### Sequential cells grouped by signal name

Other sequential cells in the stronger gray, the rest of the logic in the fainter gray.
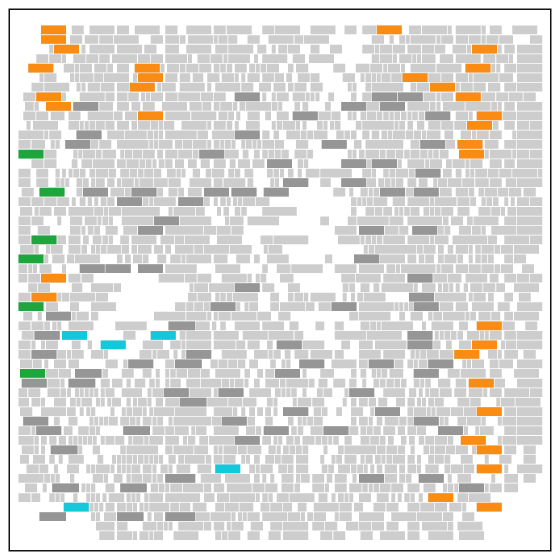
### Wiring heat map

Scale bar: 50 um. 31 x 31 tiles, from black (low) to pale yellow (high), scaled to the fullest tile. Values are wire area over tile area, all layers added.
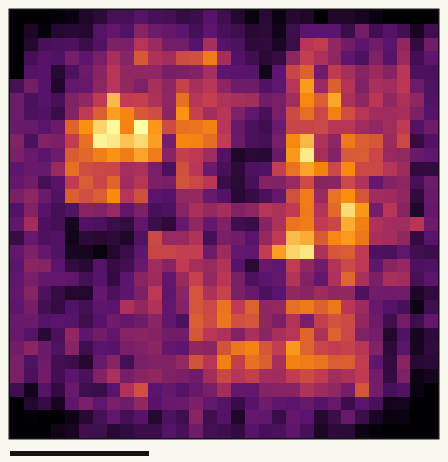
<file path="config.mk">
export PLATFORM = sky130hd
export DESIGN_NAME = id_ex_stage_flat
export DESIGN_NICKNAME = d
export VERILOG_FILES = /design/src/rtl/id_ex_stage_pkg.sv /design/src/rtl/id_ex_stage_if.sv /design/src/rtl/id_ex_stage_fwd_mux.sv /design/src/rtl/id_ex_stage.sv /design/src/flat_wrapper.sv
export SDC_FILE = /design/constraint.sdc
export NUM_CORES = 1
export LEC_CHECK = 0
export ABC_AREA = 1
export CAP_MARGIN = 20
export CORE_MARGIN = 2
export CORE_UTILIZATION = 39
export CTS_CLUSTER_DIAMETER = 60
export DETAILED_ROUTE_END_ITERATION = 10
export PLACE_DENSITY = 0.79
export SLEW_MARGIN = 20
export SYNTH_ARGS = -nofsm -noshare
export SYNTH_HDL_FRONTEND = slang
export SYNTH_SLANG_ARGS = --single-unit
</file>
<file path="constraint.sdc">
create_clock -name clk -period 2.58 [get_ports clk]
set_input_delay 0.645 -clock clk [delete_from_list [all_inputs] [get_ports clk]]
set_output_delay 0.645 -clock clk [all_outputs]
set_load 0.1 [all_outputs]
</file>
<file path="src/rtl/id_ex_stage_pkg.sv">
// Shared constants and types for the ID/EX pipeline register and its forwarding muxes.
package id_ex_stage_pkg;

  localparam int unsigned REG_ZERO = 0;

  localparam logic [5:0] ALU_ADD = 6'b000000;
  localparam logic [5:0] ALU_SUB = 6'b000001;
  localparam logic [5:0] ALU_AND = 6'b011000;
  localparam logic [5:0] ALU_OR  = 6'b011110;
  localparam logic [5:0] ALU_XOR = 6'b010110;
  localparam logic [5:0] ALU_SLL = 6'b100000;
  localparam logic [5:0] ALU_SRL = 6'b100001;
  localparam logic [5:0] ALU_SRA = 6'b100011;
  localparam logic [5:0] ALU_EQ  = 6'b110011;
  localparam logic [5:0] ALU_LT  = 6'b110101;

  localparam logic SRC1_RS    = 1'b0;
  localparam logic SRC1_SHAMT = 1'b1;
  localparam logic SRC2_RT    = 1'b0;
  localparam logic SRC2_IMM   = 1'b1;

  typedef struct packed {
    logic valid;
    logic reg_write;
    logic mem_read;
    logic mem_write;
  } ctrl_t;

  localparam ctrl_t BUBBLE_CTRL = '0;

endpackage

</file>
<file path="src/rtl/id_ex_stage_if.sv">
// Decode-side, bypass and EX-side signals of the ID/EX stage, grouped for port connection.
interface id_ex_stage_if #(
  parameter int unsigned DATA_W = 32,
  parameter int unsigned REG_AW = 5
);
  logic              stall_i;
  logic              flush_i;
  logic              id_valid;
  logic [DATA_W-1:0] id_rs_data;
  logic [DATA_W-1:0] id_rt_data;
  logic [DATA_W-1:0] id_imm32;
  logic [4:0]        id_shamt;
  logic [REG_AW-1:0] id_rs;
  logic [REG_AW-1:0] id_rt;
  logic [REG_AW-1:0] id_rd;
  logic [5:0]        id_ALUFun;
  logic              id_Sign;
  logic              id_ALUSrc1;
  logic              id_ALUSrc2;
  logic              id_RegWrite;
  logic              id_MemRead;
  logic              id_MemWrite;
  logic              exmem_RegWrite;
  logic [REG_AW-1:0] exmem_rd;
  logic [DATA_W-1:0] exmem_result;
  logic              memwb_RegWrite;
  logic [REG_AW-1:0] memwb_rd;
  logic [DATA_W-1:0] memwb_result;
  logic              ex_valid;
  logic [DATA_W-1:0] ALU_A;
  logic [DATA_W-1:0] ALU_B;
  logic [5:0]        ALUFun;
  logic              Sign;
  logic [DATA_W-1:0] ex_store_data;
  logic [REG_AW-1:0] ex_rd;
  logic              ex_RegWrite;
  logic              ex_MemRead;
  logic              ex_MemWrite;
  logic              load_use_o;

  modport master (
    output stall_i, flush_i, id_valid, id_rs_data, id_rt_data, id_imm32, id_shamt,
           id_rs, id_rt, id_rd, id_ALUFun, id_Sign, id_ALUSrc1, id_ALUSrc2,
           id_RegWrite, id_MemRead, id_MemWrite,
           exmem_RegWrite, exmem_rd, exmem_result, memwb_RegWrite, memwb_rd, memwb_result,
    input  ex_valid, ALU_A, ALU_B, ALUFun, Sign, ex_store_data, ex_rd,
           ex_RegWrite, ex_MemRead, ex_MemWrite, load_use_o
  );

  modport slave (
    input  stall_i, flush_i, id_valid, id_rs_data, id_rt_data, id_imm32, id_shamt,
           id_rs, id_rt, id_rd, id_ALUFun, id_Sign, id_ALUSrc1, id_ALUSrc2,
           id_RegWrite, id_MemRead, id_MemWrite,
           exmem_RegWrite, exmem_rd, exmem_result, memwb_RegWrite, memwb_rd, memwb_result,
    output ex_valid, ALU_A, ALU_B, ALUFun, Sign, ex_store_data, ex_rd,
           ex_RegWrite, ex_MemRead, ex_MemWrite, load_use_o
  );
endinterface

</file>
<file path="src/rtl/id_ex_stage_fwd_mux.sv">
// Per-operand EX forwarding: EX/MEM beats MEM/WB beats the latched value; r0 never forwards.
module id_ex_stage_fwd_mux
  import id_ex_stage_pkg::*;
#(
  parameter int unsigned DATA_W = 32,
  parameter int unsigned REG_AW = 5
) (
  input  logic [REG_AW-1:0] i_addr,
  input  logic [DATA_W-1:0] i_lat_data,
  input  logic              i_exmem_we,
  input  logic [REG_AW-1:0] i_exmem_rd,
  input  logic [DATA_W-1:0] i_exmem_data,
  input  logic              i_memwb_we,
  input  logic [REG_AW-1:0] i_memwb_rd,
  input  logic [DATA_W-1:0] i_memwb_data,
  output logic [DATA_W-1:0] o_data
);
  logic w_exmem_hit;
  logic w_memwb_hit;

  assign w_exmem_hit = i_exmem_we && (i_exmem_rd != REG_AW'(REG_ZERO)) && (i_exmem_rd == i_addr);
  assign w_memwb_hit = i_memwb_we && (i_memwb_rd != REG_AW'(REG_ZERO)) && (i_memwb_rd == i_addr);

  always_comb begin
    o_data = i_lat_data;
    if (w_exmem_hit) begin
      o_data = i_exmem_data;
    end else if (w_memwb_hit) begin
      o_data = i_memwb_data;
    end
  end
endmodule

</file>
<file path="src/rtl/id_ex_stage.sv">
// ID/EX pipeline register with EX-side operand forwarding and load-use bubble insertion.
module id_ex_stage
  import id_ex_stage_pkg::*;
#(
  parameter int unsigned DATA_W = 32,
  parameter int unsigned REG_AW = 5
) (
  input logic         clk,
  input logic         reset,
  id_ex_stage_if.slave bus
);
  ctrl_t             r_ctrl;
  logic [DATA_W-1:0] r_rs_data;
  logic [DATA_W-1:0] r_rt_data;
  logic [DATA_W-1:0] r_imm32;
  logic [4:0]        r_shamt;
  logic [REG_AW-1:0] r_rs;
  logic [REG_AW-1:0] r_rt;
  logic [REG_AW-1:0] r_rd;
  logic [5:0]        r_alufun;
  logic              r_sign;
  logic              r_alusrc1;
  logic              r_alusrc2;

  logic              w_wb_ok;
  logic              w_load_use;
  logic [DATA_W-1:0] w_cap_rs;
  logic [DATA_W-1:0] w_cap_rt;
  logic [DATA_W-1:0] w_fwd_rs;
  logic [DATA_W-1:0] w_fwd_rt;

  assign w_wb_ok = bus.memwb_RegWrite && (bus.memwb_rd != REG_AW'(REG_ZERO));

  // Register file reads are not write-bypassed, so the WB write is folded in at capture.
  assign w_cap_rs = (w_wb_ok && bus.memwb_rd == bus.id_rs) ? bus.memwb_result : bus.id_rs_data;
  assign w_cap_rt = (w_wb_ok && bus.memwb_rd == bus.id_rt) ? bus.memwb_result : bus.id_rt_data;

  assign w_load_use = !bus.stall_i && r_ctrl.valid && r_ctrl.mem_read &&
                      (r_rd != REG_AW'(REG_ZERO)) && bus.id_valid &&
                      ((r_rd == bus.id_rs) || (r_rd == bus.id_rt));

  always_ff @(posedge clk) begin
    if (reset || (!bus.stall_i && (bus.flush_i || w_load_use))) begin
      r_ctrl    <= BUBBLE_CTRL;
      r_rs_data <= '0;
      r_rt_data <= '0;
      r_imm32   <= '0;
      r_shamt   <= '0;
      r_rs      <= '0;
      r_rt      <= '0;
      r_rd      <= '0;
      r_alufun  <= ALU_ADD;
      r_sign    <= 1'b0;
      r_alusrc1 <= SRC1_RS;
      r_alusrc2 <= SRC2_RT;
    end else if (bus.stall_i) begin
      // Held operands would otherwise miss a writeback that retires during the stall.
      if (w_wb_ok && bus.memwb_rd == r_rs) r_rs_data <= bus.memwb_result;
      if (w_wb_ok && bus.memwb_rd == r_rt) r_rt_data <= bus.memwb_result;
    end else begin
      r_ctrl.valid     <= bus.id_valid;
      r_ctrl.reg_write <= bus.id_RegWrite;
      r_ctrl.mem_read  <= bus.id_MemRead;
      r_ctrl.mem_write <= bus.id_MemWrite;
      r_rs_data        <= w_cap_rs;
      r_rt_data        <= w_cap_rt;
      r_imm32          <= bus.id_imm32;
      r_shamt          <= bus.id_shamt;
      r_rs             <= bus.id_rs;
      r_rt             <= bus.id_rt;
      r_rd             <= bus.id_rd;
      r_alufun         <= bus.id_ALUFun;
      r_sign           <= bus.id_Sign;
      r_alusrc1        <= bus.id_ALUSrc1;
      r_alusrc2        <= bus.id_ALUSrc2;
    end
  end

  id_ex_stage_fwd_mux #(.DATA_W(DATA_W), .REG_AW(REG_AW)) u_fwd_rs (
    .i_addr       (r_rs),
    .i_lat_data   (r_rs_data),
    .i_exmem_we   (bus.exmem_RegWrite),
    .i_exmem_rd   (bus.exmem_rd),
    .i_exmem_data (bus.exmem_result),
    .i_memwb_we   (bus.memwb_RegWrite),
    .i_memwb_rd   (bus.memwb_rd),
    .i_memwb_data (bus.memwb_result),
    .o_data       (w_fwd_rs)
  );

  id_ex_stage_fwd_mux #(.DATA_W(DATA_W), .REG_AW(REG_AW)) u_fwd_rt (
    .i_addr       (r_rt),
    .i_lat_data   (r_rt_data),
    .i_exmem_we   (bus.exmem_RegWrite),
    .i_exmem_rd   (bus.exmem_rd),
    .i_exmem_data (bus.exmem_result),
    .i_memwb_we   (bus.memwb_RegWrite),
    .i_memwb_rd   (bus.memwb_rd),
    .i_memwb_data (bus.memwb_result),
    .o_data       (w_fwd_rt)
  );

  assign bus.ALU_A         = (r_alusrc1 == SRC1_SHAMT) ? {{(DATA_W-5){1'b0}}, r_shamt} : w_fwd_rs;
  assign bus.ALU_B         = (r_alusrc2 == SRC2_IMM) ? r_imm32 : w_fwd_rt;
  assign bus.ex_store_data = w_fwd_rt;
  assign bus.ex_valid      = r_ctrl.valid;
  assign bus.ex_RegWrite   = r_ctrl.reg_write;
  assign bus.ex_MemRead    = r_ctrl.mem_read;
  assign bus.ex_MemWrite   = r_ctrl.mem_write;
  assign bus.ex_rd         = r_rd;
  assign bus.ALUFun        = r_alufun;
  assign bus.Sign          = r_sign;
  assign bus.load_use_o    = w_load_use;
endmodule

</file>
<file path="src/flat_wrapper.sv">
// flat-port wrapper written by rule: the top's interface ports become plain ports
module id_ex_stage_flat import id_ex_stage_pkg::*;
#(
  parameter int unsigned DATA_W = 32,
  parameter int unsigned REG_AW = 5
)
  (clk, reset, bus_stall_i, bus_flush_i, bus_id_valid, bus_id_rs_data, bus_id_rt_data, bus_id_imm32, bus_id_shamt, bus_id_rs, bus_id_rt, bus_id_rd, bus_id_ALUFun, bus_id_Sign, bus_id_ALUSrc1, bus_id_ALUSrc2, bus_id_RegWrite, bus_id_MemRead, bus_id_MemWrite, bus_exmem_RegWrite, bus_exmem_rd, bus_exmem_result, bus_memwb_RegWrite, bus_memwb_rd, bus_memwb_result, bus_ex_valid, bus_ALU_A, bus_ALU_B, bus_ALUFun, bus_Sign, bus_ex_store_data, bus_ex_rd, bus_ex_RegWrite, bus_ex_MemRead, bus_ex_MemWrite, bus_load_use_o);
  id_ex_stage_if #(.DATA_W(DATA_W), .REG_AW(REG_AW)) bus_i ();
  input logic clk;
  input logic reset;
  input wire logic [$bits(bus_i.stall_i)-1:0] bus_stall_i;
  input wire logic [$bits(bus_i.flush_i)-1:0] bus_flush_i;
  input wire logic [$bits(bus_i.id_valid)-1:0] bus_id_valid;
  input wire logic [$bits(bus_i.id_rs_data)-1:0] bus_id_rs_data;
  input wire logic [$bits(bus_i.id_rt_data)-1:0] bus_id_rt_data;
  input wire logic [$bits(bus_i.id_imm32)-1:0] bus_id_imm32;
  input wire logic [$bits(bus_i.id_shamt)-1:0] bus_id_shamt;
  input wire logic [$bits(bus_i.id_rs)-1:0] bus_id_rs;
  input wire logic [$bits(bus_i.id_rt)-1:0] bus_id_rt;
  input wire logic [$bits(bus_i.id_rd)-1:0] bus_id_rd;
  input wire logic [$bits(bus_i.id_ALUFun)-1:0] bus_id_ALUFun;
  input wire logic [$bits(bus_i.id_Sign)-1:0] bus_id_Sign;
  input wire logic [$bits(bus_i.id_ALUSrc1)-1:0] bus_id_ALUSrc1;
  input wire logic [$bits(bus_i.id_ALUSrc2)-1:0] bus_id_ALUSrc2;
  input wire logic [$bits(bus_i.id_RegWrite)-1:0] bus_id_RegWrite;
  input wire logic [$bits(bus_i.id_MemRead)-1:0] bus_id_MemRead;
  input wire logic [$bits(bus_i.id_MemWrite)-1:0] bus_id_MemWrite;
  input wire logic [$bits(bus_i.exmem_RegWrite)-1:0] bus_exmem_RegWrite;
  input wire logic [$bits(bus_i.exmem_rd)-1:0] bus_exmem_rd;
  input wire logic [$bits(bus_i.exmem_result)-1:0] bus_exmem_result;
  input wire logic [$bits(bus_i.memwb_RegWrite)-1:0] bus_memwb_RegWrite;
  input wire logic [$bits(bus_i.memwb_rd)-1:0] bus_memwb_rd;
  input wire logic [$bits(bus_i.memwb_result)-1:0] bus_memwb_result;
  output wire logic [$bits(bus_i.ex_valid)-1:0] bus_ex_valid;
  output wire logic [$bits(bus_i.ALU_A)-1:0] bus_ALU_A;
  output wire logic [$bits(bus_i.ALU_B)-1:0] bus_ALU_B;
  output wire logic [$bits(bus_i.ALUFun)-1:0] bus_ALUFun;
  output wire logic [$bits(bus_i.Sign)-1:0] bus_Sign;
  output wire logic [$bits(bus_i.ex_store_data)-1:0] bus_ex_store_data;
  output wire logic [$bits(bus_i.ex_rd)-1:0] bus_ex_rd;
  output wire logic [$bits(bus_i.ex_RegWrite)-1:0] bus_ex_RegWrite;
  output wire logic [$bits(bus_i.ex_MemRead)-1:0] bus_ex_MemRead;
  output wire logic [$bits(bus_i.ex_MemWrite)-1:0] bus_ex_MemWrite;
  output wire logic [$bits(bus_i.load_use_o)-1:0] bus_load_use_o;
  assign bus_i.stall_i = bus_stall_i;
  assign bus_i.flush_i = bus_flush_i;
  assign bus_i.id_valid = bus_id_valid;
  assign bus_i.id_rs_data = bus_id_rs_data;
  assign bus_i.id_rt_data = bus_id_rt_data;
  assign bus_i.id_imm32 = bus_id_imm32;
  assign bus_i.id_shamt = bus_id_shamt;
  assign bus_i.id_rs = bus_id_rs;
  assign bus_i.id_rt = bus_id_rt;
  assign bus_i.id_rd = bus_id_rd;
  assign bus_i.id_ALUFun = bus_id_ALUFun;
  assign bus_i.id_Sign = bus_id_Sign;
  assign bus_i.id_ALUSrc1 = bus_id_ALUSrc1;
  assign bus_i.id_ALUSrc2 = bus_id_ALUSrc2;
  assign bus_i.id_RegWrite = bus_id_RegWrite;
  assign bus_i.id_MemRead = bus_id_MemRead;
  assign bus_i.id_MemWrite = bus_id_MemWrite;
  assign bus_i.exmem_RegWrite = bus_exmem_RegWrite;
  assign bus_i.exmem_rd = bus_exmem_rd;
  assign bus_i.exmem_result = bus_exmem_result;
  assign bus_i.memwb_RegWrite = bus_memwb_RegWrite;
  assign bus_i.memwb_rd = bus_memwb_rd;
  assign bus_i.memwb_result = bus_memwb_result;
  assign bus_ex_valid = bus_i.ex_valid;
  assign bus_ALU_A = bus_i.ALU_A;
  assign bus_ALU_B = bus_i.ALU_B;
  assign bus_ALUFun = bus_i.ALUFun;
  assign bus_Sign = bus_i.Sign;
  assign bus_ex_store_data = bus_i.ex_store_data;
  assign bus_ex_rd = bus_i.ex_rd;
  assign bus_ex_RegWrite = bus_i.ex_RegWrite;
  assign bus_ex_MemRead = bus_i.ex_MemRead;
  assign bus_ex_MemWrite = bus_i.ex_MemWrite;
  assign bus_load_use_o = bus_i.load_use_o;
  id_ex_stage #(.DATA_W(DATA_W), .REG_AW(REG_AW)) u_core (.clk(clk), .reset(reset), .bus(bus_i));
endmodule
</file>
==> flow_summary_export.csv <==
group,metric,value,unit
status,status,"finished, violations left",
status,violations,"negative setup slack",
job,maxCapViolCount,0,
die,initCoreUtil,0.399,
synthesis,ys_cells,1397,
critical_path,crit_chain,"xnor2_2 -> nand2_2 -> nor2_4 -> buf_12 -> clkbuf_16 -> nand4_1 -> nand3_4 -> nand3_2 -> nand2_4 -> buf_12",
power_and_ir_drop,seq_power_share,0.255,
power_and_ir_drop,p_comb_frac,0.438,
finish,combGateArea,7290,um^2
cts,cts_sinks,129,
hold_path,hp-start,"u_core.bus.ex_MemWrite$_SDFFE_PP0N_",
synthesis,ff_type,"dfxtp_1",
critical_path,endpoint,"bus_ALU_B[28]",
die,fp-row-count,54,
critical_path,start_kind,"flop",
die,die_area,23700,um^2
grt,top_usage_layer,"met2",
timing,fin_ws,-0.408,ns
critical_path,r2r_start,"u_core.r_rt[0]$_SDFFE_PP0N_",
finish,final_cell_mix,"nand3_1 (253), nand2_1 (228), clkdlybuf4s50_1 (188)",
synthesis,top_area_frac,0.295,
timing,rsz0062_at_grt,"true",
synthesis,area_leaders,"dfxtp_1 (29%), nand3_1 (23%), nand2_1 (14%), nor2_1 (6.1%), mux2i_1 (5.6%)",
routing,drtPass1Iterations,6,
power_and_ir_drop,p_clk_frac,0.307,
synthesis,syn_area,8770,um^2
placed_design,dpl_cell_area,14500,um^2
routing,ant_nets,0,
power_and_ir_drop,cell_internal_pwr,5.25,mW
finish,reg_top3,"u_core.r_imm32 (32), u_core.r_rs_data (32), u_core.r_rt_data (32)",
grt,met2_usage,0.576,
routing,drcViolationCount,0,
grt,antenna_found_initial,4,
hold_path,hold_path_class,"reg -> reg",
synthesis,yosys.area_share.simple,0.506,
critical_path,cp.depth,10,
critical_path,end_kind,"output port",
timing,fin_crit,2.99,ns
timing,finalCritPeriodShare,1.16,
grt,grt_overflow_total,0,
power_and_ir_drop,p_seq,2.20,mW
critical_path,critPathArrivalTime,2.34,ns
timing,relSlewSlack,0.478,
critical_path,slowest_stage,"dfxtp_4",
synthesis,ys_chip_area,8770,um^2
die,die.size.y,154,um
grt,grt_pass1_vias,11600,
critical_path,cp_top_family,"simple AND/OR/NAND/NOR gates",
synthesis,adder_share,0,
critical_path,rr_worst_depth,16,
power_and_ir_drop,p_comb,3.79,mW
routing,via_per_inst,5.79,
finish,fill_cells,1333,
power_and_ir_drop,power_leader,"combinational cells",
cts,cts_buffers,17,
grt,grt_pass1_wl,62300,um
power_and_ir_drop,total_power,8.65,mW
cts,hold_buffers,0,
synthesis,xor_share,0.0240,
timing,fin_worst_skew,0.0118,ns
critical_path,crit_buf_inv,3,
timing,finalSetupViolCount,96,
critical_path,timing.rr.end,"u_core.r_rt_data[29]$_SDFF_PP0_",
synthesis,logic_family,"simple AND/OR/NAND/NOR gates",
critical_path,critPathKind,"reg -> out",
critical_path,cpPeakStageDelay,0.36,ns
cts,root_buffer,"clkbuf_16",
hold_path,min_delay_path_depth,2,
routing,drtIter0Drc,1312,
synthesis,syn_avg_cell_area,6.28,um^2
critical_path,crit_top_cell,"buf_12",
synthesis,ys_top_cells_by_count,"nand3_1 (407), nand2_1 (338), nor2_1 (143)",
timing,finalMaxSlewViolations,0,
grt,grt_max_degree,135,
critical_path,regToRegSetupSlack,0.06,ns
routing,routed.top_layer,"met5",
finish,layout.cells.most_common,"nand3_1",
synthesis,ys_sh_mux,0.0559,
finish,finalNetCount,2022,
power_and_ir_drop,switchingPower,3.40,mW
finish,drive_gt1_frac,0.390,
power_and_ir_drop,swShare,0.393,
finish,final_area,17500,um^2
-- 'Sequential cells grouped by signal name' (at the start) --
signal	color	sequential cells
u_core.r_imm32	orange	32
u_core.bus.ALUFun	green	6
u_core.r_shamt	cyan	5
not colored	86

-- 'Wiring heat map' (at the start) --
densest ninth of the die	right middle
mean over tiles	0.33
nearly empty tiles	3.3%
tiles over half the peak	21%
Total Wirelength: 44600 um
Avg WL per Cell: 21.2 um

-- metrics by stage --
| stage | cells | utilization | TNS [ns] |
|---|---|---|---|
| 3_3_place_gp | 2016 | 0.661 | -60.53 |
| 2_1_floorplan | 1397 | - | -2.70 |
| 4_1_cts | 2089 | 0.750 | -23.17 |
| 3_5_place_dp | 2016 | 0.661 | -62.16 |
| 5_1_grt | 2108 | 0.795 | -35.51 |
| 6_report | 2108 | 0.795 | -29.77 |
-- area by class of cell --
cell class,instances,share of cell area
antenna,2,0.000287
clock buffer,19,0.0259
clock inverter,13,0.0105
inverter,90,0.0253
multi-input combinational,1074,0.418
sequential,129,0.149
tap,280,0.0201
timing repair buffer,501,0.351
